===== config.mk =====
export PLATFORM = sky130hd
export DESIGN_NAME = uart_frame_tx
export DESIGN_NICKNAME = d
export VERILOG_FILES = /design/src/rtl/uart_frame_tx.sv
export SDC_FILE = /design/constraint.sdc
export NUM_CORES = 1
export LEC_CHECK = 0
export CORE_MARGIN = 1.5
export CORE_UTILIZATION = 49
export DETAILED_ROUTE_END_ITERATION = 12
export PLACE_DENSITY = 0.66
export SKIP_CTS_REPAIR_TIMING = 1
export SLEW_MARGIN = 10
export SYNTH_ARGS = -nofsm -noshare
export SYNTH_HDL_FRONTEND = slang
export SYNTH_SLANG_ARGS = --single-unit

===== constraint.sdc =====
create_clock -name clk -period 4.15 [get_ports clk]
set_clock_uncertainty 0.2 [all_clocks]
set_input_delay 0.83 -clock clk [delete_from_list [all_inputs] [get_ports clk]]
set_output_delay 0.83 -clock clk [all_outputs]
set_load 0.02 [all_outputs]

===== src/rtl/uart_frame_tx.sv =====
// uart_frame_tx
//   Frame sender for a UART byte-transmit core. Payload bytes written by a
//   local client are buffered. On start, one frame is handed to the UART
//   transmitter one byte per send_en/tx_done handshake:
//     SOF, N, payload[0..N-1] [, CHK]
//   CHK = N ^ payload[0] ^ ... ^ payload[N-1]. It is appended only when the
//   UART_FRAME_CHKSUM_EN macro is defined.
//
// Parameters
//   DEPTH  payload buffer size in bytes (power of two, 2..128)
//   SOF    start-of-frame byte
//
// Ports
//   clk          system clock, rising edge
//   nrst         asynchronous active-low reset
//   wr_en        write wr_data into the payload buffer
//   wr_data      payload byte
//   wr_full      a write now would be dropped (busy, or buffer full)
//   start        request transmission of the buffered frame
//   busy         a frame is in progress
//   frame_done   one-cycle pulse after the last byte's tx_done
//   send_en      one-cycle launch pulse towards the UART transmitter
//   data_byte_tx registered byte presented to the UART transmitter
//   tx_done      one-cycle completion pulse from the UART transmitter
module uart_frame_tx #(
  parameter int unsigned DEPTH = 16,
  parameter logic [7:0]  SOF   = 8'hA5
) (
  input  logic       clk,
  input  logic       nrst,
  input  logic       wr_en,
  input  logic [7:0] wr_data,
  output logic       wr_full,
  input  logic       start,
  output logic       busy,
  output logic       frame_done,
  output logic       send_en,
  output logic [7:0] data_byte_tx,
  input  logic       tx_done
);

  localparam int unsigned IW = $clog2(DEPTH);
  localparam int unsigned CW = $clog2(DEPTH) + 1;

  typedef enum logic [2:0] {
    IDLE,
    SEND_HDR,
    SEND_LEN,
    SEND_PAY
`ifdef UART_FRAME_CHKSUM_EN
    ,
    SEND_CHK
`endif
  } state_t;

  // Payload storage and bookkeeping
  logic [7:0]    mem [DEPTH];
  logic [CW-1:0] count_q;
  logic [CW-1:0] frame_len_q;
  logic [IW-1:0] rd_idx_q;
  logic [IW-1:0] rd_idx_d;
  logic [IW-1:0] rd_idx_inc;

  // FSM: state plus ISSUE (issue_q=1) / WAIT (issue_q=0) phase
  state_t        state_q;
  state_t        state_d;
  logic          issue_q;
  logic          issue_d;

  // Byte launched on entry to the next ISSUE phase
  logic          load_d;
  logic [7:0]    byte_d;
  logic          end_d;

  // Input qualification
  logic          wr_acc;
  logic          start_acc;
  logic [CW-1:0] n_frame;
  logic          pay_last;

`ifdef UART_FRAME_CHKSUM_EN
  logic [7:0]    chk_q;
`endif

  // ------------------------------------------------------------------
  // Output / qualification logic
  // ------------------------------------------------------------------
  always_comb begin
    busy      = (state_q != IDLE);
    send_en   = busy && issue_q;
    wr_full   = busy || (count_q == CW'(DEPTH));
    wr_acc    = wr_en && !wr_full;
    // A write accepted in the same cycle as start is part of the frame.
    n_frame   = count_q + CW'(wr_acc);
    start_acc = (state_q == IDLE) && start && (n_frame != '0);
  end

  assign rd_idx_inc = rd_idx_q + IW'(1);
  assign pay_last   = ({1'b0, rd_idx_q} == (frame_len_q - CW'(1)));

  // ------------------------------------------------------------------
  // State register
  // ------------------------------------------------------------------
  always_ff @(posedge clk or negedge nrst) begin
    if (!nrst) begin
      state_q <= IDLE;
      issue_q <= 1'b0;
    end else begin
      state_q <= state_d;
      issue_q <= issue_d;
    end
  end

  // ------------------------------------------------------------------
  // Next-state logic
  // ------------------------------------------------------------------
  // An ISSUE phase always lasts exactly one cycle, so send_en can never be
  // high on two consecutive cycles; tx_done is only looked at in WAIT.
  always_comb begin
    state_d  = state_q;
    issue_d  = 1'b0;
    load_d   = 1'b0;
    byte_d   = '0;
    rd_idx_d = rd_idx_q;
    end_d    = 1'b0;

    if (state_q == IDLE) begin
      if (start_acc) begin
        state_d = SEND_HDR;
        issue_d = 1'b1;
        load_d  = 1'b1;
        byte_d  = SOF;
      end
    end else if (!issue_q && tx_done) begin
      case (state_q)
        SEND_HDR: begin
          state_d = SEND_LEN;
          issue_d = 1'b1;
          load_d  = 1'b1;
          byte_d  = 8'(frame_len_q);
        end
        SEND_LEN: begin
          state_d  = SEND_PAY;
          issue_d  = 1'b1;
          load_d   = 1'b1;
          byte_d   = mem[0];
          rd_idx_d = '0;
        end
        SEND_PAY: begin
          if (!pay_last) begin
            issue_d  = 1'b1;
            load_d   = 1'b1;
            byte_d   = mem[rd_idx_inc];
            rd_idx_d = rd_idx_inc;
          end else begin
`ifdef UART_FRAME_CHKSUM_EN
            state_d = SEND_CHK;
            issue_d = 1'b1;
            load_d  = 1'b1;
            byte_d  = chk_q;
`else
            state_d  = IDLE;
            end_d    = 1'b1;
            rd_idx_d = '0;
`endif
          end
        end
`ifdef UART_FRAME_CHKSUM_EN
        SEND_CHK: begin
          state_d  = IDLE;
          end_d    = 1'b1;
          rd_idx_d = '0;
        end
`endif
        default: begin
          state_d = IDLE;
        end
      endcase
    end
  end

  // ------------------------------------------------------------------
  // Datapath registers
  // ------------------------------------------------------------------
  always_ff @(posedge clk or negedge nrst) begin
    if (!nrst) begin
      data_byte_tx <= '0;
      frame_done   <= 1'b0;
      count_q      <= '0;
      frame_len_q  <= '0;
      rd_idx_q     <= '0;
    end else begin
      frame_done <= end_d;
      rd_idx_q   <= rd_idx_d;
      if (load_d) begin
        data_byte_tx <= byte_d;
      end
      if (start_acc) begin
        frame_len_q <= n_frame;
      end
      // Writes are only accepted while idle, so they never race frame end.
      if (end_d) begin
        count_q <= '0;
      end else if (wr_acc) begin
        count_q <= count_q + CW'(1);
      end
    end
  end

`ifdef UART_FRAME_CHKSUM_EN
  // Checksum follows the bytes as they are issued: seeded with the length
  // byte, then folded with each payload byte on its way out.
  always_ff @(posedge clk or negedge nrst) begin
    if (!nrst) begin
      chk_q <= '0;
    end else if (load_d) begin
      if (state_d == SEND_LEN) begin
        chk_q <= byte_d;
      end else if (state_d == SEND_PAY) begin
        chk_q <= chk_q ^ byte_d;
      end
    end
  end
`endif

  // Buffer contents need no reset: count_q gates what is ever read.
  always_ff @(posedge clk) begin
    if (wr_acc) begin
      mem[count_q[IW-1:0]] <= wr_data;
    end
  end

endmodule


==> images/clock_nets.png <==
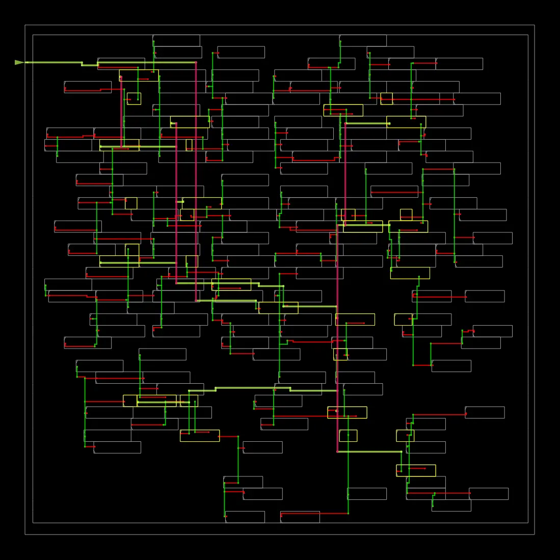
clock buf count: 17
CTS sink cnt: 154
sequential cells: 154
total CTS buffers: 17
clk pwr: 1.44 mW

==> qor.yml <==
synthesis:
  synth_top_cell_by_area: "edfxtp_1"
  fa_ha_area_frac: 0.0246
  synthAoiAreaFrac: 0.0601
  yosys_area_mm2: 0.00662
  yosysTopAreaCellShare: 0.580
  syn_inst: 400
  ys_async_sr_fraction: 0.169
  postSynthSeqShare: 0.679
  ys_sh_simple: 0.0540
  netlist_top_cells_count: "edfxtp_1, nor2_1, mux4_2"
  ff_type: "edfxtp_1"
  ys_warn_count: 0
  top_cell: "edfxtp_1"
final_layout:
  comb_share: 0.258
  logic_gates: 213
  drive_above_1_share: 0.209
  nNonClkBuffers: 40
  seq_share: 0.588
  bufAreaShareNonClock: 0.0472
  clock_cell_area_share: 0.0729
  nets: 463
  area_growth_pct: 15.4
  mi_logic_area_mm2: 0.00197
  final_cells: 626
  regArea_mm2: 0.00450
  fill_cells: 1065
  largest_class: "sequential cells"
timing:
  clock.fmax_mhz: 313
  period_used_share: 0.769
  rsz0062_at_grt: "false"
  hold_violations: 0
  setup_viol: 0
  worst_pin_slew_ps: 885
  finalWorstSetupSlack_ps: 957
critical_path:
  cp_num_cells: 3
  critical_path_class: "flop to output port"
  cp.arrival_ps: 2160
  critPathMaxStageDelay_ps: 620
  reg2regPathDepth: 9
  crit_path_top_delay_cell: "clkdlybuf4s50_1"
  reg2reg_to: "data_byte_tx[7]"
  crit_path_cell_trace: "or2_2 -> o21ai_0 -> clkdlybuf4s50_1"
  worst_setup_path_end_kind: "output port"
  crit_start: "count_q[2]"
  r2r_start: "count_q[2]"
min_path:
  min_to: "data_byte_tx[6]"
  hold-path-cell-count: 2
  hold_class: "flop to flop"
power:
  power.group.top: "sequential cells"
  pwr-share-clk: 0.278
  pwr-share-seq: 0.379
  power_density_mw_per_mm2: 681
  ir_drop_uv: 283
  p_int_mw: 3.45
  cellLeakagePower_nw: 2.59
  p_sw_mw: 1.75
  sw_frac_of_total: 0.337
placement:
  gp_congestion: 0.816
  place_area_mm2: 0.00709
  hpwlAfterDp_mm: 8.73
die:
  core_mm2: 0.0132
  die_w_um: 119
  die-area_mm2: 0.0142
grt:
  grt_pass1_wl_mm: 20.5
  grt-busiest-layer: "met2"
  grt_max_degree: 37
  met3_usage: 0.0493
  grt_pass1_vias: 3584
drt:
  routed_via_density: 5.68
  met2_wirelength_mm: 6.47
  via_count: 3557
  ant_nets: 0
  wirelength_mm: 13.0
  wl_met1_mm: 5.67
job:
  cap_violations: 0
  warnings: 33
clock_tree:
  clk_latency_ps: 420
  clk_pin_slew_ps: 60
outcome:
  outcome: "completed"
==> images/m2.png <==
Drawn at 3 px/µm.
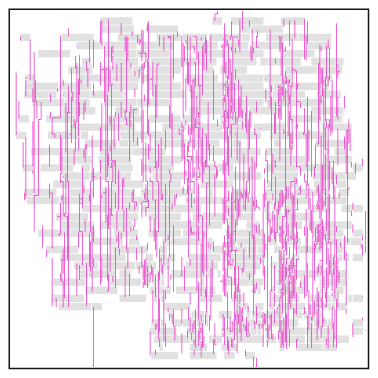
The layer carries 6470 µm of wire. 390 nets have wire on it.

cell usage in the layout (no fill, tap or decap), types with 2 or more instances in the layout:
cell type        instances
a22o_2                   2
o211ai_1                 7
nand4_1                  3
mux2_2                   8
inv_1                   11
nor3_1                   3
o2bb2ai_1                2
nor2_1                  36
mux2i_1                 10
clkbuf_16               17
inv_6                    4
nand3_1                  4
dfrtp_1                 25
or3_1                    3
xnor2_1                  9
edfxtp_1               128
o22ai_1                  2
buf_4                   16
a21oi_1                 11
clkinv_4                 2
nand2b_1                 2
o221ai_1                 6
clkdlybuf4s50_1         24
mux4_2                  32
nand2_1                 22
inv_8                    4
o21ai_0                  9
a32o_1                   2
ha_1                    13
clkinvlp_4               4
xor2_1                   5
a22oi_1                  3
Power is estimated from default activity; no workload was simulated.
